==> config.mk <==
export PLATFORM = sky130hd
export DESIGN_NAME = vga_sprite_renderer
export DESIGN_NICKNAME = d
export VERILOG_FILES = /design/src/rtl/vga_sprite_renderer.sv
export SDC_FILE = /design/constraint.sdc
export NUM_CORES = 2
export LEC_CHECK = 0
export ABC_AREA = 0
export ABC_CLOCK_PERIOD_IN_PS = 5700
export CAP_MARGIN = 25
export CORE_UTILIZATION = 35
export DETAILED_ROUTE_END_ITERATION = 7
export PLACE_DENSITY_LB_ADDON = 0.25
export SLEW_MARGIN = 20
export SYNTH_ARGS = -nofsm -noshare
export SYNTH_HDL_FRONTEND = slang
export SYNTH_SLANG_ARGS = --single-unit
export TNS_END_PERCENT = 20
==> constraint.sdc <==
create_clock -name real100clock -period 5.7 [get_ports real100clock]
set_input_delay 1.14 -clock real100clock [delete_from_list [all_inputs] [get_ports real100clock]]
set_output_delay 1.14 -clock real100clock [all_outputs]
set_load 0.1 [all_outputs]
placement.png
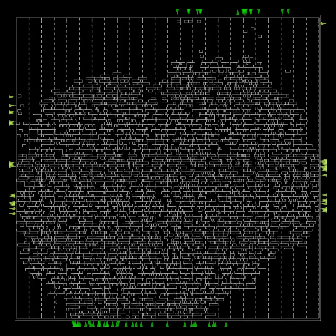
n_taps: 1476
sequential share of cell area: 40.8%

logic_types.png
Drawn at 1.5 px/µm.
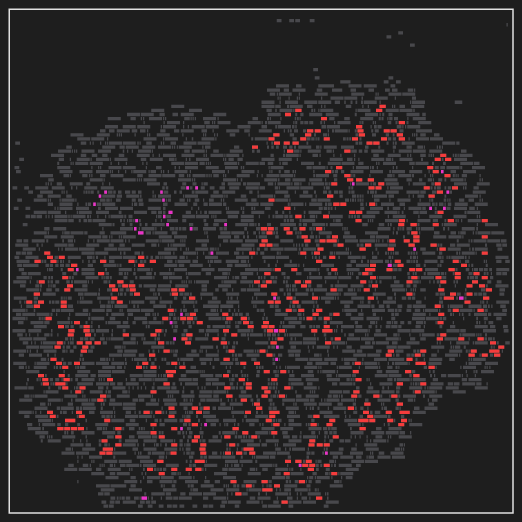
| family | colour | cells | most used |
|---|---|---|---|
| adder and majority cells | red | 432 | ha_1 |
| AND and OR gates | magenta | 37 | and2_1 |
Commonest Layout Cell: nand2_1
Non-Filler Instances: 5344

==> results.txt <==
Status: complete, no violations
Worst setup EP type: flip-flop
Critical Path Source Type: flip-flop
Cell count along the critical path: 19
Top cell category: multi-input combinational cells
Sequential standard cell area: 18100 µm²
Diode count: 1
Yosys top cell by instances: nand2_1
GRT overflow: 0
Total Power: 19500 µW
H-tree depth: 3
Synth mux share: 10.9%
CTS tree: yes
Least-Margin Pin Slew: 1080 ps
Routed wl met2: 52500 µm
Flip-flops with a built-in enable: 0
Placement Cell Area: 41500 µm²
Tool Warnings: 35
Yosys simple share: 11.1%
Worst vdd ir: 0.222 mV
Post-synth ARST share: 100%
Yosys top cell area share: 46.4%
Number of port buffers: 84
Cell Type Count: 76
Init Core Util: 35.5%
Final setup fails: 0
Yosys reg bits: 723
Routed WL: 108000 µm
Drt first pass iters: 5
Clock slew seen by the registers of the worst setup and hold paths: 60 ps
Post-CTS Hold Buffers: 0
Hold slack: 447 ps
Flop2flop setup slack: 780 ps
Num CTS Buffers: 81
Yosys cell count: 3706
DP Worst Slack: 818 ps
Slowest-stage cell, CP: dfrtp_1
Setup TNS Final: 0 ps
First-pass GRT wire length: 168000 µm
Final setup margin: 784 ps
Adder share: 14.2%
Final Hold Vio Count: 0
Clock buf/inv share: 6.47%
Antenna violations before repair: 2
Chip area: 112000 µm²
Top cells by area: dfrtp_1, ha_1, mux2_2, nand2_1, o21ai_0
DRC: 0
GRT busiest layer: met2
GRT Util Overall: 19.6%
Main flop type: dfrtp_1
Detailed-route via count: 27200
Filler instances: 10700
WL met3: 3240 µm
Final Cell Area: 44400 µm²
Required @ worst endpoint: 6220 ps
Post-CTS setup buffer count: 0
Clk latency late pin: 650 ps
Total of max-cap violations: 0
Tally of yosys warning messages: 0
Vias in the first global route: 27500
Max FO, Critical Path: 12
Area of the mapped netlist: 38800 µm²
CP cell instances: ha_1, fa_1, a21oi_1, nor2_1, o21ai_0, a211o_1, xnor2_1, ha_1, o21a_1, o21ai_0, a2bb2oi_1, o21ai_0, o22ai_1, o2bb2a_1, nand2b_2, nor4bb_1, buf_4, mux2_1, o32a_1
Core area: 109000 µm²
XORs/XNORs by Area: 2.71%
Hold Path Depth: 2
Grt met1 use: 26.0%
Logic area: 19400 µm²
PwrDens: 439 nW/µm²
Met2 usage in global routing: 33.3%
YS chip area: 38800 µm²
Fmax: 203 MHz
R2R depth: 19
CTS Buffer Depth: 3
Lkg Pwr: 0.0208 µW
CTS root buf: clkbuf_16
GRT met3 Usage: 2.46%
Layout cells sized above 1: 15.3%
Non-clock buffers: 141
Comb/total area: 43.6%
CP most frequent cell: o21ai_0
RSZ-0062 raised after global routing: false
CP arrival: 5430 ps
MI comb cells: 2635
Flip-flop and latch count: 723
Buffering overhead: 3.08%
Worst slew margin: 28.0%
Register share after synthesis: 46.7%
Clkbuf count: 111
Area delta synth->final: 14.5%
Synth Area per Inst: 10.5 µm²
Boundary Pins: 86
Setup CP Type: flip-flop to flip-flop
Inverters, non-clock: 221
Tcrit/Tclk final: 86.3%
## report_power, final
group          internal [µW]  switching, µW
clock network           3470           2200
logic                   2980           3600
registers               6390            848
total                  12800           6650
## layout by cell type (no fill, tap or decap), drive strengths merged, types with 37 or more instances in the layout
| master | count |
|---|---|
| a21o | 60 |
| a21oi | 137 |
| buf | 61 |
| clkbuf | 111 |
| clkdlybuf4s50 | 80 |
| dfrtp | 719 |
| ha | 416 |
| inv | 223 |
| mux2 | 369 |
| nand2 | 806 |
| nand2b | 40 |
| nor2 | 51 |
| o21ai | 246 |
| o21bai | 37 |
| xnor2 | 102 |
## kinds of logic after synthesis
family                   after synthesis
adder cells (fa/ha/maj)              432
AND-OR/OR-AND                        672
multiplexers                         377
XOR/XNOR                             120
other                                  1
flip-flops                           723
AND/OR/NAND/NOR                     1033
buffers and inverters                348
No activity file was given, so power comes from the tool's default toggle rates.
